$ cat config.mk
export PLATFORM = sky130hd
export DESIGN_NAME = axis_pkt_deframer
export DESIGN_NICKNAME = d
export VERILOG_FILES = /design/src/rtl/axis_pkt_deframer.sv
export SDC_FILE = /design/constraint.sdc
export NUM_CORES = 1
export LEC_CHECK = 0
export ABC_AREA = 0
export CAP_MARGIN = 30
export CORE_MARGIN = 8
export CORE_UTILIZATION = 35
export DETAILED_ROUTE_END_ITERATION = 16
export PLACE_DENSITY = 0.64
export SETUP_SLACK_MARGIN = 0.02
export SYNTH_ARGS = -nofsm -noshare
export SYNTH_HDL_FRONTEND = slang
export SYNTH_SLANG_ARGS = --single-unit
$ cat constraint.sdc
create_clock -name clk -period 3.15 [get_ports clk]
set_input_delay 0.63 -clock clk [delete_from_list [all_inputs] [get_ports clk]]
set_output_delay 0.63 -clock clk [all_outputs]
set_load 0.01 [all_outputs]
$ cat src/rtl/axis_pkt_deframer.sv
// Strips a length header from an AXI-Stream packet and passes the payload straight through.
// It reports length, checksum and error status once per packet. Oversize packets are dropped.
module axis_pkt_deframer #(
    parameter int DATA_W  = 32,
    parameter int MAX_LEN = 256
) (
    input  logic              clk,
    input  logic              rst_n,
    input  logic              s_valid,
    output logic              s_ready,
    input  logic [DATA_W-1:0] s_data,
    output logic              m_valid,
    input  logic              m_ready,
    output logic [DATA_W-1:0] m_data,
    output logic              m_last,
    output logic              pkt_done,
    output logic [15:0]       pkt_len,
    output logic [DATA_W-1:0] pkt_sum,
    output logic              pkt_err,
    output logic [15:0]       pkt_count
);

    typedef enum logic [1:0] {HDR, PAYLOAD, DROP} state_t;

    localparam logic [15:0] MAX_LEN_W = 16'(MAX_LEN);

    state_t            state;
    logic [15:0]       remaining;
    logic [15:0]       len_q;
    logic [DATA_W-1:0] acc;
    logic              accept;
    logic [15:0]       hdr_len;
    logic [DATA_W-1:0] acc_next;

    // The payload path is purely combinational, so backpressure reaches upstream in the same cycle.
    assign s_ready  = (state == PAYLOAD) ? m_ready : 1'b1;
    assign accept   = s_valid && s_ready;
    assign m_valid  = (state == PAYLOAD) && s_valid;
    assign m_data   = s_data;
    assign m_last   = (state == PAYLOAD) && (remaining == 16'd1);
    assign hdr_len  = s_data[15:0];
    assign acc_next = acc + s_data;

    always_ff @(posedge clk or negedge rst_n) begin
        if (!rst_n) begin
            state     <= HDR;
            remaining <= '0;
            len_q     <= '0;
            acc       <= '0;
            pkt_done  <= 1'b0;
            pkt_len   <= '0;
            pkt_sum   <= '0;
            pkt_err   <= 1'b0;
            pkt_count <= '0;
        end else begin
            pkt_done <= 1'b0;
            case (state)
                HDR: begin
                    if (accept) begin
                        remaining <= hdr_len;
                        len_q     <= hdr_len;
                        acc       <= '0;
                        if (hdr_len == 16'd0) begin
                            // An empty packet completes immediately with an error.
                            pkt_done  <= 1'b1;
                            pkt_len   <= '0;
                            pkt_sum   <= '0;
                            pkt_err   <= 1'b1;
                            pkt_count <= pkt_count + 16'd1;
                        end else if (hdr_len > MAX_LEN_W) begin
                            state <= DROP;
                        end else begin
                            state <= PAYLOAD;
                        end
                    end
                end
                PAYLOAD, DROP: begin
                    if (accept) begin
                        acc       <= acc_next;
                        remaining <= remaining - 16'd1;
                        if (remaining == 16'd1) begin
                            state     <= HDR;
                            pkt_done  <= 1'b1;
                            pkt_len   <= len_q;
                            pkt_sum   <= acc_next;
                            pkt_err   <= (state == DROP);
                            pkt_count <= pkt_count + 16'd1;
                        end
                    end
                end
                default: state <= HDR;
            endcase
        end
    end

endmodule
Figure 1. Cell sizes after repair.
Scale bar: 50 um.
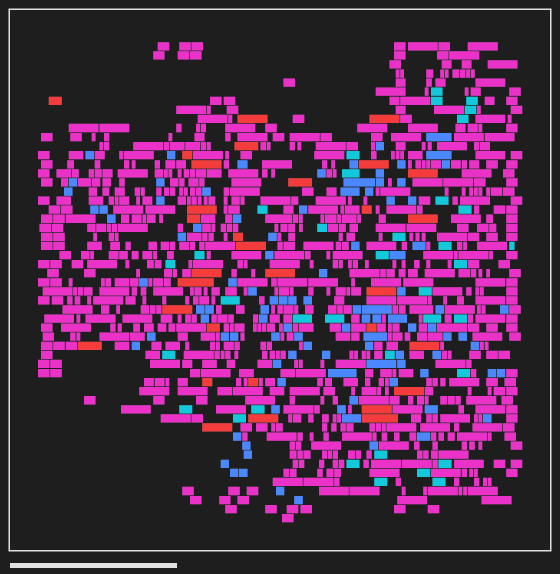
[x3 and x4] blue | cells: 101 | most used: buf_4
[x1 and smaller] magenta | cells: 818 | most used: nand2_1
[x2] cyan | cells: 36 | most used: mux2_2
[x6 and larger] red | cells: 31 | most used: clkbuf_16
Final Instance Area: 10200 sq um
count of plain and timing-repair buffers: 222

Figure 2. The metal 2 layer.
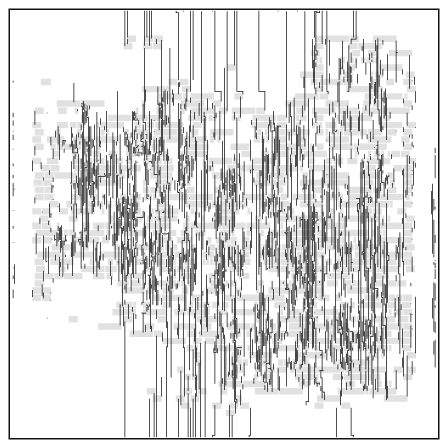
share of all routed wire: 46%
nets with wire on the layer: 896
longest straight run: 83.6 um
wire length on this layer: 10300 um
global-route track usage on met2: 27.2%
total via count in the routed design: 6577

==> design notes <==
Data on the critical path arrives at its endpoint at 3.28 ns. The main combinational cell family by area after synthesis is simple AND/OR/NAND/NOR gates. The critical path goes through clkdlybuf4s50_1 -> ha_4 -> o21a_1 -> o21ai_0 -> o32ai_2 -> buf_4 -> a41o_1 -> nand2_1 -> o21ai_2 -> buf_4 -> mux2i_1 -> o2111ai_1. After layout, the minimum clock period comes to 3.00 ns. The number of nets in the synthesized netlist is 871. Depth of the CTS H-tree: 4.

The STA report counts the stages on the worst setup path as 12. Summed over all routing layers, the global router reports a total usage of 17.4%. Clock tree synthesis found a total of 132 sinks. The largest total area in the synthesized netlist belongs to dfrtp_1. In this run the worst setup path begins at s_data[6].

The synthesized netlist occupies a cell area of 7440 sq um. The report lists the number of cells resized after CTS as 8. The logs give 4.59 mW for the power drawn by the combinational cells and 0 for the initial antenna violation count.

Per the OpenROAD power report, leakage power amounts to 4.63 nW. Sequential cells consume a total of 2.86 mW. Launch point of the worst reg-to-reg path: remaining[4].

In this run the tool buffered the top-level ports with 136 buffer cells. The tools report the end point of the critical path as acc[31]. The accumulated negative setup slack was 0 ns; the area of the placeable core was 21000 sq um. Compared with the post-synthesis result, the final layout area differs by 36.7%.

The run gives 4.10% as the fraction of met3 tracks used by global routing. For the relative slew slack, the log shows 47.2%. The tightest hold path in the finished design has a slack of 0.247 ns.

The worst register-to-register path depth is 10. Most used cell along the critical path: buf_4. The clock transition time at the flip-flop clock pins of the worst setup and hold paths came out at 0.06 ns. In this run the count of I/O pins placed on the die edge is 137.

The top cell class by occupied area was logic gates. Synthesis handed over a netlist of 797 instances. In this run the remaining antenna-violating nets after routing total 0. Sequential cells were found to cover 44.4% of the synthesized design area.

Setup slack on the worst reg-to-reg path comes out at 0.18 ns. Per the layout area report, the combinational fraction of cell area is 37.6%. For the final count of negative-setup-slack endpoints, the log shows 0.

The final layout net count was 1047. Ranked by instance count, the synthesized netlist is headed by nand2_1 (143), dfrtp_1 (132), o21ai_0 (72). TritonCTS built the clock tree. For reference, the placement row count at floorplan is 53. The most frequent logic cell in the layout is nand2_1. Setup repair after global routing left no endpoint under its margin. Stage-log warning count: 30.

The power report lists cell-internal power as 5.71 mW. After Yosys synthesis, AND-OR and OR-AND compound gates account for 17.2% of the synthesized area. The number of antenna diodes in the final layout is 0. The run gives 797 for the cell count listed in synth_stat.txt. The count of non-filler cells in the finished layout was 1261; the vertical extent of the die was 162 um.

The post-synthesis share of cell area spent on and, or, nand and nor gates works out to 17.9%. The count of inserted tapcells was 275; the fraction of area in non-clock buffers was 20.1%. The number of buffers and inverters on the critical path is 3. The synthesis report lists the most area-consuming cells as dfrtp_1 (44%), nand2_1 (7.2%), ha_1 (6.2%). Least setup slack across all paths after layout: 0.146 ns. Per the CTS log, the buffer count on the longest clock path is 2. From left edge to right edge, the die measures 162 um. Looking at the max-slew report, the worst-margin pin has a slew of 0.790 ns. At the floorplan stage, the core utilization is reported as 35.5%. The ratio of cells with drive above 1 in the final layout was 17.0%; the count of warnings emitted by yosys was 0. The cell count after placement is 1227, and the first-pass iteration count of the detailed router is 4. In this run the critical register-to-register path is captured at pkt_sum[17]. The half-perimeter wire length of the detailed placement result is 16.8 mm. The required time at the worst endpoint is listed as 3.43 ns. Of all nets on the critical path, the largest fanout is 4. The largest individual stage delay along the critical path comes from the cell clkdlybuf4s50_1. The run gives -0.506 ns for the minimum setup slack after placement. The logs give 582 for the multi-input combinational cell count and 0 for the count of final hold-check violations. In the detailed route, the total length drawn on met2 is 10.3 mm. The flow ran to the end, and the final reports show no timing, DRC or antenna violations. The weighted congestion reported at the end of routability-driven placement was 0.895; the number of post-CTS setup repair buffers was 1.

The placed instances occupy a cell area of 9470 sq um. For the count of unresolved DRC violations after routing, the log shows 0. The count of state elements after synthesis came out at 132. The dominant power group is combinational cells. The registers reported with the highest flop counts are acc x32, pkt_sum x32.
Figure 3. The clock network.
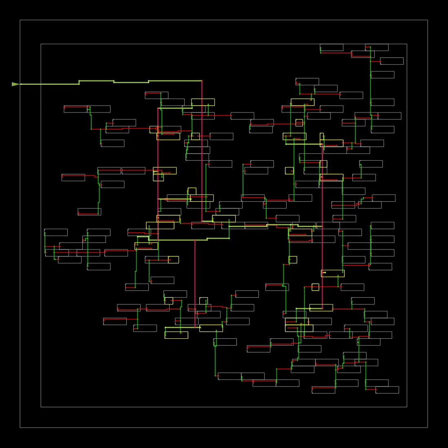
CLK BUF: 18
clock buffers created by TritonCTS: 17
final setup skew: 0.00843 ns
clock latency reported for the late side of the worst-skew pair: 0.42 ns

Power figures rest on the tool's default switching activity, not on a simulated workload.
